[config.mk]
export PLATFORM = sky130hd
export DESIGN_NAME = i2c_reg16_wr_engine
export DESIGN_NICKNAME = d
export VERILOG_FILES = /design/src/rtl/i2c_pkg.sv /design/src/rtl/i2c_wr_byte_shift.sv /design/src/rtl/i2c_reg16_wr_engine.sv
export SDC_FILE = /design/constraint.sdc
export NUM_CORES = 1
export LEC_CHECK = 0
export CAP_MARGIN = 10
export CORE_MARGIN = 4
export CORE_UTILIZATION = 45
export CTS_CLUSTER_DIAMETER = 50
export DETAILED_ROUTE_END_ITERATION = 7
export GPL_TIMING_DRIVEN = 0
export PLACE_DENSITY = 0.79
export SLEW_MARGIN = 20
export SYNTH_ARGS = -nofsm -noshare
export SYNTH_HDL_FRONTEND = slang
export SYNTH_SLANG_ARGS = --single-unit
[constraint.sdc]
create_clock -name PT_CK -period 2 [get_ports PT_CK]
set_input_delay 0.2 -clock PT_CK [delete_from_list [all_inputs] [get_ports PT_CK]]
set_output_delay 0.2 -clock PT_CK [all_outputs]
set_load 0.02 [all_outputs]
[src/rtl/i2c_pkg.sv]
// Shared definitions for the I2C register write engine: state encoding,
// bit-phase codes, transfer limits and the outgoing byte selector.
package i2c_pkg;

  typedef enum logic [2:0] {
    IDLE  = 3'd0,
    START = 3'd1,
    BIT   = 3'd2,
    ACK   = 3'd3,
    STOP  = 3'd4,
    DONE  = 3'd5
  } i2c_state_e;

  localparam logic [1:0] Q0 = 2'd0;
  localparam logic [1:0] Q1 = 2'd1;
  localparam logic [1:0] Q2 = 2'd2;
  localparam logic [1:0] Q3 = 2'd3;

  localparam logic [2:0] BYTE_NUM_MAX = 3'd4;
  localparam logic [1:0] START_CYC    = 2'd2;
  localparam logic [1:0] STOP_CYC     = 2'd3;

  // Wire order: address, pointer MSB, pointer LSB, data MSB, data LSB.
  function automatic logic [7:0] byte_at(input logic [7:0]  addr,
                                         input logic [15:0] ptr,
                                         input logic [15:0] wdata,
                                         input logic [2:0]  idx);
    case (idx)
      3'd0:    byte_at = addr;
      3'd1:    byte_at = ptr[15:8];
      3'd2:    byte_at = ptr[7:0];
      3'd3:    byte_at = wdata[15:8];
      default: byte_at = wdata[7:0];
    endcase
  endfunction

endpackage

[src/rtl/i2c_wr_byte_shift.sv]
// One byte plus ACK slot on the bus: 8 data bits MSB first, then a released
// SDA bit whose q3 sample of SDAI decides ACK (0) or NACK (1).
module i2c_wr_byte_shift
  import i2c_pkg::*;
(
  input  logic       PT_CK,
  input  logic       RESET_N,
  input  logic       load,
  input  logic [7:0] din,
  input  logic       sdai,
  output logic       sclo,
  output logic       sdao,
  output logic       last_bit,
  output logic       byte_done,
  output logic       nack
);

  logic [7:0] sr;
  logic [3:0] bitn;
  logic [1:0] q;
  logic       busy;

  always_ff @(posedge PT_CK or negedge RESET_N) begin
    if (!RESET_N) begin
      sr   <= '1;
      bitn <= '0;
      q    <= Q0;
      busy <= 1'b0;
    end else if (load) begin
      sr   <= din;
      bitn <= '0;
      q    <= Q0;
      busy <= 1'b1;
    end else if (busy) begin
      case (q)
        Q0:      q <= Q1;
        Q1:      q <= Q2;
        Q2:      q <= Q3;
        default: q <= Q0;
      endcase
      if (q == Q3) begin
        if (bitn == 4'd8) begin
          busy <= 1'b0;
        end else begin
          bitn <= bitn + 4'd1;
          sr   <= {sr[6:0], 1'b1};
        end
      end
    end
  end

  // bitn==8 is the ACK slot, where SDA is released.
  assign sclo      = busy ? (q == Q2 || q == Q3) : 1'b1;
  assign sdao      = busy ? (bitn[3] | sr[7]) : 1'b1;
  assign last_bit  = busy && bitn == 4'd7 && q == Q3;
  assign byte_done = busy && bitn == 4'd8 && q == Q3;
  assign nack      = byte_done && sdai;

endmodule

[src/rtl/i2c_reg16_wr_engine.sv]
// I2C write engine: START, address + up to 4 payload bytes with ACK check, STOP.
// Optional I2C_WR_NACK_RETRY_EN re-runs the transfer after a NACK, RETRY_MAX times.
module i2c_reg16_wr_engine
  import i2c_pkg::*;
#(
  parameter int unsigned RETRY_MAX = 3
) (
  input  logic        PT_CK,
  input  logic        RESET_N,
  input  logic        GO,
  input  logic [7:0]  SLAVE_ADDRESS,
  input  logic [15:0] POINTER,
  input  logic [15:0] WDATA,
  input  logic [2:0]  BYTE_NUM,
  input  logic        SDAI,
  output logic        SDAO,
  output logic        SCLO,
  output logic        END_OK,
  output logic        ACK_OK,
  output logic [7:0]  ST
);

  if (RETRY_MAX > 255) begin : g_retry_range
    $error("RETRY_MAX must fit in 8 bits");
  end

  i2c_state_e  st;
  logic        go_q, pending;
  logic [1:0]  cnt;
  logic [2:0]  byte_idx, last_idx;
  logic [7:0]  addr_l;
  logic [15:0] ptr_l, wdata_l;
  logic        nack_seen, sclo_r, sdao_r;
  logic        bs_load, bs_sclo, bs_sdao, bs_last_bit, bs_byte_done, bs_nack;
  logic [7:0]  bs_din;
`ifdef I2C_WR_NACK_RETRY_EN
  logic [7:0]  retry_cnt;
`endif

  always_comb begin
    bs_load = 1'b0;
    bs_din  = byte_at(addr_l, ptr_l, wdata_l, 3'd0);
    if (st == START && cnt == START_CYC - 2'd1) begin
      bs_load = 1'b1;
    end else if (st == ACK && bs_byte_done && !bs_nack && byte_idx != last_idx) begin
      bs_load = 1'b1;
      bs_din  = byte_at(addr_l, ptr_l, wdata_l, byte_idx + 3'd1);
    end
  end

  i2c_wr_byte_shift u_shift (
    .PT_CK     (PT_CK),
    .RESET_N   (RESET_N),
    .load      (bs_load),
    .din       (bs_din),
    .sdai      (SDAI),
    .sclo      (bs_sclo),
    .sdao      (bs_sdao),
    .last_bit  (bs_last_bit),
    .byte_done (bs_byte_done),
    .nack      (bs_nack)
  );

  // The GO rise is latched one cycle ahead of START so END_OK drops on cycle 1.
  always_ff @(posedge PT_CK or negedge RESET_N) begin
    if (!RESET_N) begin
      st        <= IDLE;
      go_q      <= 1'b1;
      pending   <= 1'b0;
      cnt       <= '0;
      byte_idx  <= '0;
      last_idx  <= '0;
      addr_l    <= '0;
      ptr_l     <= '0;
      wdata_l   <= '0;
      nack_seen <= 1'b0;
      sclo_r    <= 1'b1;
      sdao_r    <= 1'b1;
      END_OK    <= 1'b1;
      ACK_OK    <= 1'b0;
`ifdef I2C_WR_NACK_RETRY_EN
      retry_cnt <= '0;
`endif
    end else begin
      go_q <= GO;
      case (st)
        IDLE: begin
          sclo_r <= 1'b1;
          sdao_r <= 1'b1;
          if (pending) begin
            pending   <= 1'b0;
            st        <= START;
            cnt       <= '0;
            byte_idx  <= '0;
            nack_seen <= 1'b0;
            END_OK    <= 1'b0;
            sdao_r    <= 1'b0;
`ifdef I2C_WR_NACK_RETRY_EN
            retry_cnt <= '0;
`endif
          end else if (GO && !go_q) begin
            pending  <= 1'b1;
            addr_l   <= SLAVE_ADDRESS;
            ptr_l    <= POINTER;
            wdata_l  <= WDATA;
            last_idx <= (BYTE_NUM > BYTE_NUM_MAX) ? BYTE_NUM_MAX : BYTE_NUM;
          end
        end
        START: begin
          if (cnt == START_CYC - 2'd1) begin
            st  <= BIT;
            cnt <= '0;
          end else begin
            cnt <= cnt + 2'd1;
          end
        end
        BIT: begin
          if (bs_last_bit) st <= ACK;
        end
        ACK: begin
          if (bs_byte_done) begin
            if (bs_nack || byte_idx == last_idx) begin
              st     <= STOP;
              cnt    <= '0;
              sclo_r <= 1'b0;
              sdao_r <= 1'b0;
              if (bs_nack) nack_seen <= 1'b1;
            end else begin
              st       <= BIT;
              byte_idx <= byte_idx + 3'd1;
            end
          end
        end
        STOP: begin
          cnt <= cnt + 2'd1;
          if (cnt == 2'd0) begin
            sclo_r <= 1'b1;
          end else if (cnt == 2'd1) begin
            sdao_r <= 1'b1;
          end else if (cnt == STOP_CYC - 2'd1) begin
`ifdef I2C_WR_NACK_RETRY_EN
            if (nack_seen && 32'(retry_cnt) < RETRY_MAX) begin
              st        <= START;
              cnt       <= '0;
              byte_idx  <= '0;
              nack_seen <= 1'b0;
              sdao_r    <= 1'b0;
              retry_cnt <= retry_cnt + 8'd1;
            end else begin
              st     <= DONE;
              END_OK <= 1'b1;
              ACK_OK <= !nack_seen;
            end
`else
            st     <= DONE;
            END_OK <= 1'b1;
            ACK_OK <= !nack_seen;
`endif
          end
        end
        DONE:    st <= IDLE;
        default: st <= IDLE;
      endcase
    end
  end

  assign SCLO = (st == BIT || st == ACK) ? bs_sclo : sclo_r;
  assign SDAO = (st == BIT || st == ACK) ? bs_sdao : sdao_r;
  assign ST   = {5'd0, st};

endmodule

Figure 1. Cells by drive strength.
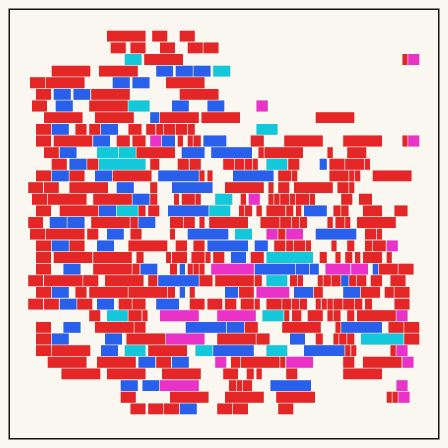
size	color	cells	share
drive 2	blue	75	18%
drive 1 or less	red	290	71%
drive 3 to 4	magenta	23	5.6%
drive 6 and up	cyan	20	4.9%
slack of the critical path: 61.24 ps
Area growth, synth to finish: 27.10%
final standard cell area without fillers: 0.004836 mm²
Repair and plain buffers: 74

Figure 2. Signal metal coverage by tile.
Scale bar: 20 µm. The die is cut into 20 by 20 equal tiles; dark purple is low, yellow is high, scaled to the fullest tile. Values are wire area over tile area, all layers added.
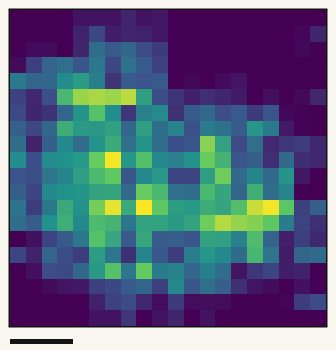
tiles over half the peak	21%
densest ninth of the die	center
mean over tiles	0.13
nearly empty tiles	24%
fullest tile	0.49
emptiest ninth of the die	upper right
count of vias placed by the detailed router: 2815
WL per Instance: 15.92 µm
Routed Wire Length: 8.165 mm
Total GRT Usage: 17.14%

Figure 3. Placement by cell class.
Scale bar: 20 µm.
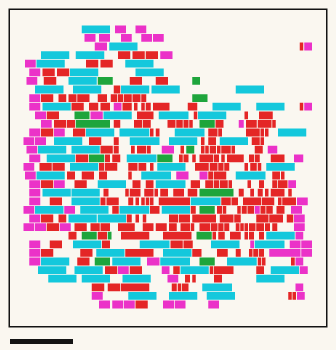
class	color	cells	share of their area
clock drivers and dummy loads	green	16	4.9%
flip-flops	cyan	73	39%
other buffers and delay cells	magenta	74	15%
all other logic	red	245	41%
CORE AREA: 0.008217 mm²
core occupancy in the finished layout: 58.85%
fraction of standard cell area that is sequential: 38.16%
number of rows in the core area: 33

==> results.txt <==
Notes on the flow outputs.

- STA reports a reg2reg setup slack of 60 ps.
- The post-detailed-route via-to-cell ratio reads 5.487.
- The insertion delay at the late pin of the worst-skew pair reads 350 ps.
- The fraction of the cycle the final worst path needs is 96.94%.
- Yosys stat counts between 300 and 400 cells in the synthesized netlist.
- The TritonCTS clock tree reads yes.
- The I/O pin count reads 59.
- The power density over cell area is 613.4 mW/mm².
- The worst register-to-register path begins at cnt[1].
- The clock period minus worst slack reads 1939 ps.
- The post-synth area from yosys stat is 0.003805 mm².
- Power comes to just under 3 mW.
- By area the synthesized netlist is led by sky130_fd_sc_hd__dfrtp_1 40%, sky130_fd_sc_hd__mux2_2 12%, sky130_fd_sc_hd__dfstp_2 8.3%, sky130_fd_sc_hd__ha_1 4.6%, sky130_fd_sc_hd__a21oi_1 3.4%.
- The post-synthesis async set-or-reset flop share is 100.0%.
- The number of antenna violations at the first check in global routing was 0.
- The pre-CTS worst setup slack reads -95.16 ps.
- The number of global-route vias before repair reads 2860.
- Per the GRT congestion report, total overflow comes to 0.
- The script extracted a total leakage power of 2.149 nW.
- The floorplan step defined a die boundary enclosing around 0.010 mm².
- The count of unresolved DRC violations after routing is 0.
- The most frequently used flop master after synthesis reads sky130_fd_sc_hd__dfrtp_1.
- Traced cell by cell, the critical path runs through inv_1 -> ha_1 -> inv_2 -> and3_4 -> o22ai_1 -> a211oi_2 -> mux2_2.
- The run finished with clean final reports.
- The count of final hold-check violations is 0.
- The placed instance area reads 0.004507 mm².
- The net count of the finished layout reads 464.
- The post-synth count of flops with an enable pin is 0.
- The cell taking the most area after synthesis reads sky130_fd_sc_hd__dfrtp_1.
- The number of warning messages in the logs is 38.
- The number of antenna diodes is 0.
- The number of buffer and inverter stages on the critical path is 2.
- A synthesized cell averages around 11 µm².
- Timing would allow up to 0.5158 GHz.
- The placer congestion estimate is 0.8838.
- The post-synthesis cell area reads 0.003805 mm².
- The startpoint of the worst hold path is GO.
- The number of H-tree branching levels reads 3.
- STA classifies the critical path endpoint as a flop.
- The worst setup path is launched from a flop.
## cell usage after synthesis (all sizes together), types with 3 or more instances
| master | n |
|---|---|
| nor3 | 3 |
| buf | 16 |
| o21ai | 9 |
| a21oi | 26 |
| dfrtp | 61 |
| a211oi | 3 |
| o221ai | 6 |
| clkbuf | 5 |
| o22ai | 5 |
| ha | 14 |
| dfstp | 12 |
| xnor2 | 4 |
| xor2 | 3 |
| nor3b | 3 |
| mux2i | 5 |
| nor2 | 22 |
| o2bb2ai | 3 |
| nand3 | 6 |
| a22oi | 13 |
| inv | 15 |
| nand2b | 5 |
| mux2 | 42 |
| nand2 | 21 |
| o21a | 6 |
| a21o | 4 |
## metrics by stage
step	util, %	cells	TNS, ps
2_1_floorplan	-	339	0
3_3_place_gp	54.55	497	-113880
3_5_place_dp	54.85	498	-606.8
4_1_cts	57.76	512	-15.76
5_1_grt	58.85	513	-5.233
6_report	58.85	513	0
## repair_timing
| item | in CTS | in global routing |
|---|---|---|
| buffers inserted | 1 | 1 |
| hold endpoints to repair | 19 | 0 |
| pin swaps | 2 | 1 |
| hold buffers | 1 | 0 |
| gates resized | 4 | 19 |
| cloned | 0 | 0 |
| setup endpoints to repair | 11 | 10 |
## power by group through the flow
stage	clock network [mW]	registers, mW	logic, mW
after global placement	0	1.51	0.143
after global routing	1.42	1.48	0.163
after floorplan	0	1.51	0.0209
final	1.34	1.48	0.150
after detailed placement	0	1.51	0.151
after CTS	1.35	1.48	0.153
## worst max-delay path by stage
stage                start       endpoint  slack (ps)  cells past startpoint
3_5_place_dp   byte_idx[0]  u_shift.sr[6]        -100                      9
4_1_cts             cnt[1]          st[0]         -10                      7
3_3_place_gp       RESET_N    wdata_l[14]       -1690                      1
6_report            cnt[1]          st[0]          60                      7
2_1_floorplan  byte_idx[0]  u_shift.sr[5]         180                      9
5_1_grt             cnt[1]  u_shift.sr[7]          -5                      8
## cells by family after synthesis
| family | after synthesis | synth area share, % |
|---|---|---|
| AOI/OAI and AO/OA | 86 | 15.92 |
| xor gates and xnor gates | 7 | 1.809 |
| adders and majority gates | 14 | 4.604 |
| buffers and inverters | 36 | 5.590 |
| DFF | 73 | 48.40 |
| muxes | 47 | 13.75 |
| other | 1 | 0.09856 |
| and+or+nand+nor | 71 | 9.833 |
## state kept, by name (all words and copies together) (netlist names), 2 cells and up
signal / count
last_idx: 3
st: 3
ptr_l: 16
addr_l: 8
u_shift.bitn: 4
u_shift.q: 2
cnt: 2
wdata_l: 16
u_shift.sr: 8
byte_idx: 3
## area by class of cell
type	count	area (µm²)	share of cell area [%]
plain buffers	17	141.4	2.924
clock buffers	12	155.1	3.208
clock inverters	4	75.07	1.552
inverters	15	56.30	1.164
multi-input cells	230	1853	38.32
flip-flops and latches	73	1846	38.16
well taps	105	131.4	2.717
repair buffers	57	578.1	11.95
## per-layer routing
layer  track usage, %  up-vias  part of all wire [%]
li1                 -     1323                     -
met1            22.14     1382                    43
met2            27.66       91                    48
met3            4.448       19                   6.4
met4            6.618        0                   2.6
met5                0        -                     0
No activity file was given, so power comes from the tool's default toggle rates.
